===== config.mk =====
export PLATFORM = sky130hd
export DESIGN_NAME = univ_shift_register
export DESIGN_NICKNAME = d
export VERILOG_FILES = /design/src/rtl/usr_pkg.sv /design/src/rtl/usr_next_value.sv /design/src/rtl/univ_shift_register.sv
export SDC_FILE = /design/constraint.sdc
export NUM_CORES = 1
export LEC_CHECK = 0
export ABC_AREA = 0
export CAP_MARGIN = 20
export CORE_AREA = 2 2 52 54
export CTS_CLUSTER_DIAMETER = 60
export CTS_CLUSTER_SIZE = 20
export DETAILED_ROUTE_END_ITERATION = 12
export DIE_AREA = 0 0 54 56
export HOLD_SLACK_MARGIN = 0.02
export SETUP_SLACK_MARGIN = 0.02
export SYNTH_ARGS = -nofsm -noshare
export SYNTH_HDL_FRONTEND = slang
export SYNTH_SLANG_ARGS = --single-unit

===== constraint.sdc =====
create_clock -name clk -period 1.79 [get_ports clk]
set_input_delay 0.358 -clock clk [delete_from_list [all_inputs] [get_ports clk]]
set_output_delay 0.358 -clock clk [all_outputs]
set_load 0.01 [all_outputs]

===== src/rtl/usr_pkg.sv =====
// -----------------------------------------------------------------------------
// usr_pkg
// Shared definitions for the universal shift register.
//   usr_mode_t   : 3-bit operation select (HOLD/LOAD/SHL/SHR/ROTL/ROTR/CLEAR/RSVD)
//   USR_MODE_W   : width of the mode select
//   usr_sat_inc  : saturating increment used by the shift counter
// -----------------------------------------------------------------------------
package usr_pkg;

    localparam int USR_MODE_W = 3;

    typedef enum logic [USR_MODE_W-1:0] {
        HOLD  = 3'b000,
        LOAD  = 3'b001,
        SHL   = 3'b010,
        SHR   = 3'b011,
        ROTL  = 3'b100,
        ROTR  = 3'b101,
        CLEAR = 3'b110,
        RSVD  = 3'b111
    } usr_mode_t;

    // Counts up to limit and sticks there; the counter never wraps.
    function automatic int unsigned usr_sat_inc(input int unsigned cnt,
                                                input int unsigned limit);
        return (cnt < limit) ? cnt + 1 : limit;
    endfunction

endpackage


===== src/rtl/usr_next_value.sv =====
// -----------------------------------------------------------------------------
// usr_next_value
// Purely combinational next-state logic for univ_shift_register.
// Ports:
//   q, shift_cnt   : current register contents and shift count
//   mode           : operation select (usr_mode_t encoding)
//   d              : parallel load data
//   sin_l, sin_r   : serial inputs (MSB side on SHR, LSB side on SHL)
//   q_next         : next register contents
//   cnt_next       : next shift count
// -----------------------------------------------------------------------------
module usr_next_value
    import usr_pkg::*;
#(
    parameter int               WIDTH       = 7,
    parameter int               CNT_W       = 3,
    parameter logic [WIDTH-1:0] RESET_VALUE = '0
) (
    input  logic [WIDTH-1:0]      q,
    input  logic [CNT_W-1:0]      shift_cnt,
    input  logic [USR_MODE_W-1:0] mode,
    input  logic [WIDTH-1:0]      d,
    input  logic                  sin_l,
    input  logic                  sin_r,
    output logic [WIDTH-1:0]      q_next,
    output logic [CNT_W-1:0]      cnt_next
);

    logic [CNT_W-1:0] cnt_inc;

    assign cnt_inc = CNT_W'(usr_sat_inc(32'(shift_cnt), WIDTH));

    always_comb begin
        q_next   = q;
        cnt_next = shift_cnt;
        case (usr_mode_t'(mode))
            HOLD: ;
            LOAD: begin
                q_next   = d;
                cnt_next = '0;
            end
            SHL: begin
                q_next   = {q[WIDTH-2:0], sin_r};
                cnt_next = cnt_inc;
            end
            SHR: begin
                q_next   = {sin_l, q[WIDTH-1:1]};
                cnt_next = cnt_inc;
            end
            // Rotates lose no bits, so they do not count towards draining.
            ROTL: q_next = {q[WIDTH-2:0], q[WIDTH-1]};
            ROTR: q_next = {q[0], q[WIDTH-1:1]};
            CLEAR: begin
                q_next   = RESET_VALUE;
                cnt_next = '0;
            end
            RSVD: ;
            default: ;
        endcase
    end

endmodule


===== src/rtl/univ_shift_register.sv =====
// -----------------------------------------------------------------------------
// univ_shift_register
// Parametrised universal register: load, logical shift left/right, rotate,
// synchronous clear, with a saturating count of shifts since the last load.
// Optional build macro: USR_PARITY_EN adds a registered parity output.
// Ports:
//   clk        : rising-edge clock
//   reset      : asynchronous active-low reset
//   en         : synchronous enable; 0 holds all state
//   mode       : operation select (usr_mode_t), sampled when en=1
//   d          : parallel load data
//   sin_l      : serial in at MSB on shift-right
//   sin_r      : serial in at LSB on shift-left
//   q          : register contents
//   sout_l     : q[WIDTH-1]
//   sout_r     : q[0]
//   shift_cnt  : shifts since last LOAD/CLEAR/reset, saturating at WIDTH
//   parity     : XOR of q, registered with q (only with USR_PARITY_EN)
//   drained    : shift_cnt == WIDTH
// -----------------------------------------------------------------------------
module univ_shift_register
    import usr_pkg::*;
#(
    parameter int               WIDTH       = 7,
    parameter logic [WIDTH-1:0] RESET_VALUE = '0
) (
    input  logic                         clk,
    input  logic                         reset,
    input  logic                         en,
    input  logic [USR_MODE_W-1:0]        mode,
    input  logic [WIDTH-1:0]             d,
    input  logic                         sin_l,
    input  logic                         sin_r,
    output logic [WIDTH-1:0]             q,
    output logic                         sout_l,
    output logic                         sout_r,
    output logic [$clog2(WIDTH+1)-1:0]   shift_cnt,
`ifdef USR_PARITY_EN
    output logic                         parity,
`endif
    output logic                         drained
);

    localparam int CNT_W = $clog2(WIDTH + 1);

    logic [WIDTH-1:0] q_next;
    logic [CNT_W-1:0] cnt_next;

    usr_next_value #(
        .WIDTH       (WIDTH),
        .CNT_W       (CNT_W),
        .RESET_VALUE (RESET_VALUE)
    ) u_next (
        .q         (q),
        .shift_cnt (shift_cnt),
        .mode      (mode),
        .d         (d),
        .sin_l     (sin_l),
        .sin_r     (sin_r),
        .q_next    (q_next),
        .cnt_next  (cnt_next)
    );

    always_ff @(posedge clk or negedge reset) begin
        if (!reset) begin
            q         <= RESET_VALUE;
            shift_cnt <= '0;
        end else if (en) begin
            q         <= q_next;
            shift_cnt <= cnt_next;
        end
    end

`ifdef USR_PARITY_EN
    // Parity is taken from q_next so it lands on the same edge as q.
    always_ff @(posedge clk or negedge reset) begin
        if (!reset) begin
            parity <= ^RESET_VALUE;
        end else if (en) begin
            parity <= ^q_next;
        end
    end
`endif

    assign sout_l  = q[WIDTH-1];
    assign sout_r  = q[0];
    assign drained = (shift_cnt == CNT_W'(WIDTH));

endmodule


==> results.tsv, run 1 <==
stage	metric	value	unit
worst_setup_path	cp.arrival	1.31	ns
power_and_ir_drop	switching_share	33.3	%
worst_setup_path	endpoint	drained	
power_and_ir_drop	comb-power	0.000326	W
synth	enable_flop_cells	0	
global_route	grt_remaining_overflow	0	
worst_setup_path	reg2reg_to	q[6]	
cells_and_area	comb_area	443	µm²
synth	syn_inst	91	
cells_and_area	drive_above_1_share	14.0	%
worst_setup_path	crit_buf_inv	1	
timing	period_used_share	93.1	%
cells_and_area	ff_count	10	
worst_setup_path	timing.rr.start	q[5]	
global_route	grt_pass1_vias	779	
global_route	grt_max_degree	17	
synth	async_flop_share	100	%
power_and_ir_drop	power.share.clock	19.4	%
cells_and_area	comb_cells	71	
clock_tree	clk_path_buf_depth	2	
die	chipHeight	56	µm
power_and_ir_drop	peakVddDrop	0.000456	V
min_path	min_path_type	in2async	
cells_and_area	inv_count	2	
clock_tree	path_clk_slew	0.07	ns
cells_and_area	layout_top_cells	26 x clkdlybuf4s50_1, 11 x nand2_1, 10 x dfrtp_1	
timing	slew_headroom	66.0	%
timing	skew	0.00545	ns
worst_setup_path	worstPathMaxFanout	4	
flow_run	cap_violations	0	
cells_and_area	flop_area	250	µm²
power_and_ir_drop	p_comb_share	40.8	%
timing	hold_ws	0.427	ns
synth	syn_nets	108	
outcome	status	finished clean	
global_route	grt_usage	14.8	%
placed_design	dpl_cell_area	1070	µm²
timing	worstMarginPinSlew	0.508	ns
timing	setup_tns	0	ns
cells_and_area	final-nonclk-buf-share	31.0	%
placed_design	dp_hpwl	1520	µm
cells_and_area	clk_share	2.04	%
clock_tree	cts_tree	built	
cells_and_area	final_core_util	45.3	%
run 1: flip-flops by register name, summed over array words and instances, names as in the netlist:
| register | flops |
|---|---|
| shift_cnt | 3 |
| q | 7 |
run 1: logic make-up (layout without fill, tap and decap cells):
family	count (synthesis)	count (layout)	synth area share (%)
adder cells (fa/ha/maj)	3	3	4.75
flip-flops	10	10	32.8
AND/OR/NAND/NOR	36	36	24.3
AND-OR/OR-AND	32	32	29.0
buffers and inverters	10	40	9.18
run 1: metal layers:
layer | part of all wire, % | wire, µm
met1 | 46 | 898
met2 | 48 | 941
met3 | 6.2 | 121
met4 | 0 | 0
met5 | 0 | 0
run 1: timing repair:
item	CTS	global route
endpoints found under the setup margin	1	0
hold buffers	0	0
resized	1	0
setup buffers	1	0
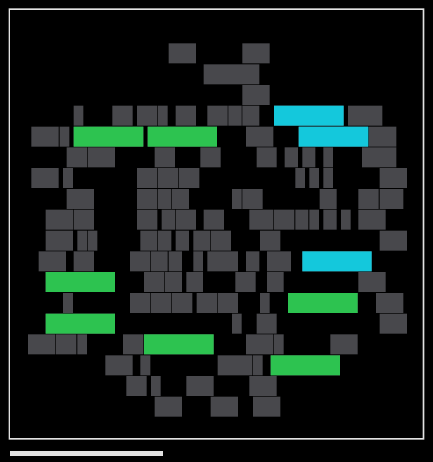
*Sequential cells grouped by signal name, run 1*
Scale bar: 20 µm. Other cells in gray.
`shift_cnt` -> cyan  # placed flops 3
`q` -> green  # placed flops 7

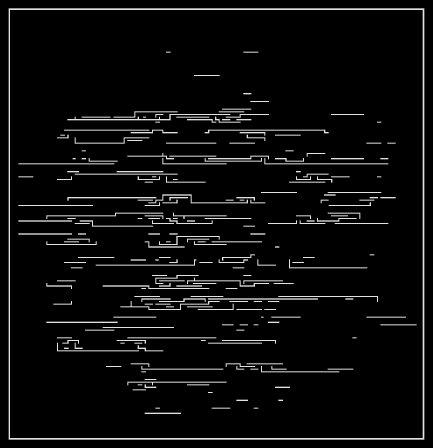
*M1 wires, run 1*
nets with wire on the layer = 119
wire length on this layer = 899 µm
main direction = horizontal
longest straight run = 16.1 µm

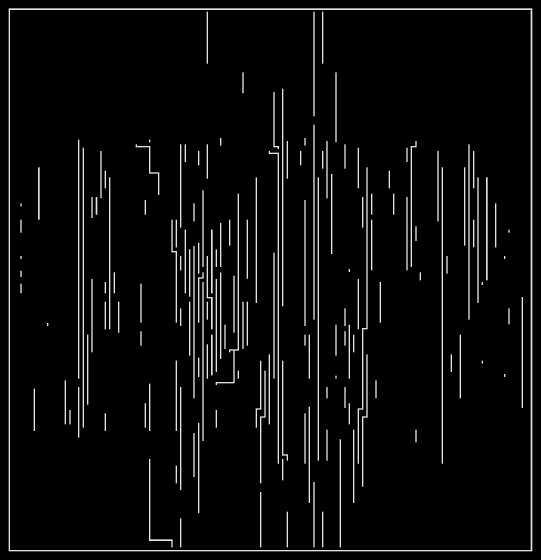
*Met2 routing, run 1*
wire length on this layer = 942 µm
share of all routed wire = 48%
longest straight run = 32.1 µm
GR Layer Usage met2: 24.9%
vias post-DR: 753
final wirelength: 1960 µm

## Run 2: what changed since run 1
--- a/config.mk
+++ b/config.mk
@@ -6,6 +6,7 @@
 export NUM_CORES = 1
 export LEC_CHECK = 0
 export ABC_AREA = 0
+export ABC_CLOCK_PERIOD_IN_PS = 1790
 export CAP_MARGIN = 20
 export CORE_AREA = 2 2 52 54
 export CTS_CLUSTER_DIAMETER = 60
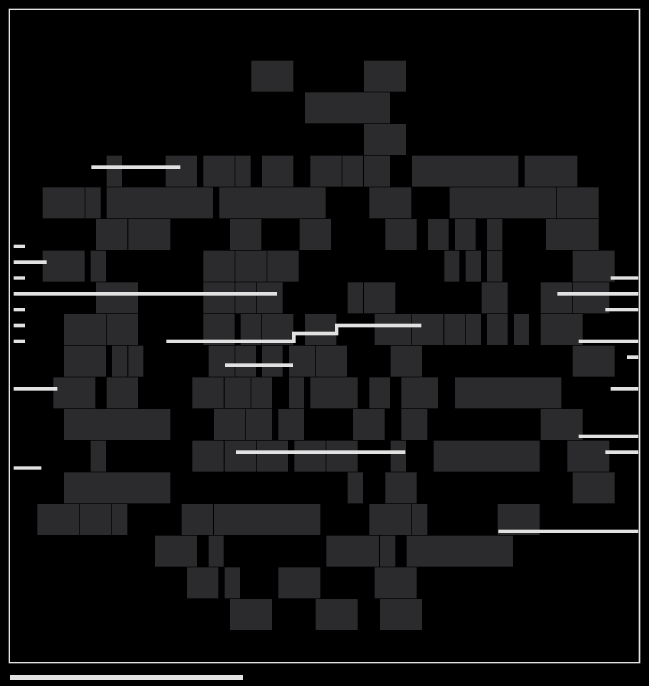
*Signal wires on met3, run 2*
Scale bar: 20 µm. Cells faint in the background.
wire length on this layer = 122 µm
main direction = horizontal
longest straight run = 22.3 µm
share of all routed wire = 6.2%

==> run 2 against run 1 <==
  * Design area is the same
  * Count of clock-buffer cells in the layout is the same
  * Combinational power is essentially flat
  * Sequential share of layout area is the same
  * Setup slack is the same
  * Power is the same
  * Clock skew is the same
  * Via count is the same
  * Global-route usage is the same
  * Register-to-register slack is essentially flat
  * Synthesized area is the same
  * Sequential cell count is the same
  * Critical path type unchanged
==> results.tsv, run 2 <==
stage	metric	value	unit
routing	wl_met3	121	µm
synth	xor_share	0	%
placed_design	dp_hpwl	1520	µm
cells_and_area	top_regs	q x7, shift_cnt x3	
global_route	grt_pass1_vias	779	
power_and_ir_drop	peakVddDrop	0.000456	V
timing	worstMarginPinSlew	0.508	ns
synth	ys_sh_aoi	29.0	%
worst_setup_path	worstPathMaxFanout	4	
clock_tree	postCtsSetupBuffers	1	
synth	logic_family	AND-OR/OR-AND gates	
timing	setup_tns	0	ns
power_and_ir_drop	power.share.clock	19.4	%
global_route	grt_max_degree	17	
clock_tree	cts_tree	built	
placed_design	dpl_cell_area	1070	µm²
timing	hold_ws	0.427	ns
cells_and_area	final_common_cell	clkdlybuf4s50_1	
worst_setup_path	cp.arrival	1.31	ns
synth	mux_share	0	%
synth	syn_inst	91	
synth	syn_nets	108	
power_and_ir_drop	comb-power	0.000326	W
routing	m1WireLength	898	µm
flow_run	cap_violations	0	
power_and_ir_drop	p_comb_share	40.8	%
timing	period_used_share	93.1	%
clock_tree	hold_buffers	0	
synth	synth.cell_area	763	µm²
synth	simple_gate_area_share	24.3	%
cells_and_area	drive_above_1_share	14.0	%
routing	via_count	753	
cells_and_area	final_core_util	45.3	%
cells_and_area	syn2layout_area_growth	44.4	%
routing	routed.top_layer	met3	
synth	fa_ha_area_share	4.75	%
routing	drt.antenna.violating_nets	0	
min_path	min_path_type	in2async	
synth	async_flop_share	100	%
die	chipHeight	56	µm
outcome	status	finished clean	
global_route	grt_use_met2	24.9	%
synth	enable_flop_cells	0	
routing	routed_wl	1960	µm
cells_and_area	largest_reg_flops	7	
worst_setup_path	critPathRequiredTime	1.43	ns
clock_tree	clk_path_buf_depth	2	
synth	yosys_warnings	0	
routing	wl_met2	941	µm
global_route	grt_remaining_overflow	0	
timing	slew_headroom	66.0	%
worst_setup_path	crit_buf_inv	1	
cells_and_area	largest_register	q	
timing	setup_viol	0	
cells_and_area	layout_top_cells	26 x clkdlybuf4s50_1, 11 x nand2_1, 10 x dfrtp_1	
power_and_ir_drop	switching_share	33.3	%
timing	skew	0.00545	ns
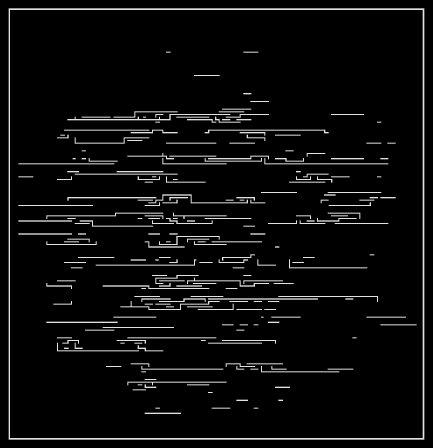
*M1 wires, run 2*
share of all routed wire = 46%
main direction = horizontal
wire length on this layer = 899 µm
nets with wire on the layer = 119
longest straight run = 16.1 µm
met1 Use GR: 18.5%

-- run 2: cell type report --
cell class | instances | area [µm²] | share of cell area (%)
timing repair buffer | 35 | 342 | 31.0
inverter | 2 | 7.51 | 0.681
clock buffer | 3 | 22.5 | 2.04
tap | 30 | 37.5 | 3.41
sequential | 10 | 250 | 22.7
multi-input combinational | 71 | 443 | 40.2
-- run 2: final timing paths --
path | startpoint | end | slack (ns) | cells past startpoint
hold / removal | reset | q[1] | 0.43 | 1
setup / recovery | shift_cnt[1] | drained | 0.12 | 3
max in group asynchronous | reset | shift_cnt[1] | 1.02 | 1
setup reg to reg | q[5] | q[6] | 0.56 | 4
hold reg to reg | shift_cnt[2] | shift_cnt[2] | 0.54 | 2
min in group clk | shift_cnt[2] | shift_cnt[2] | 0.54 | 2
Power figures rest on the tool's default switching activity, not on a simulated workload.
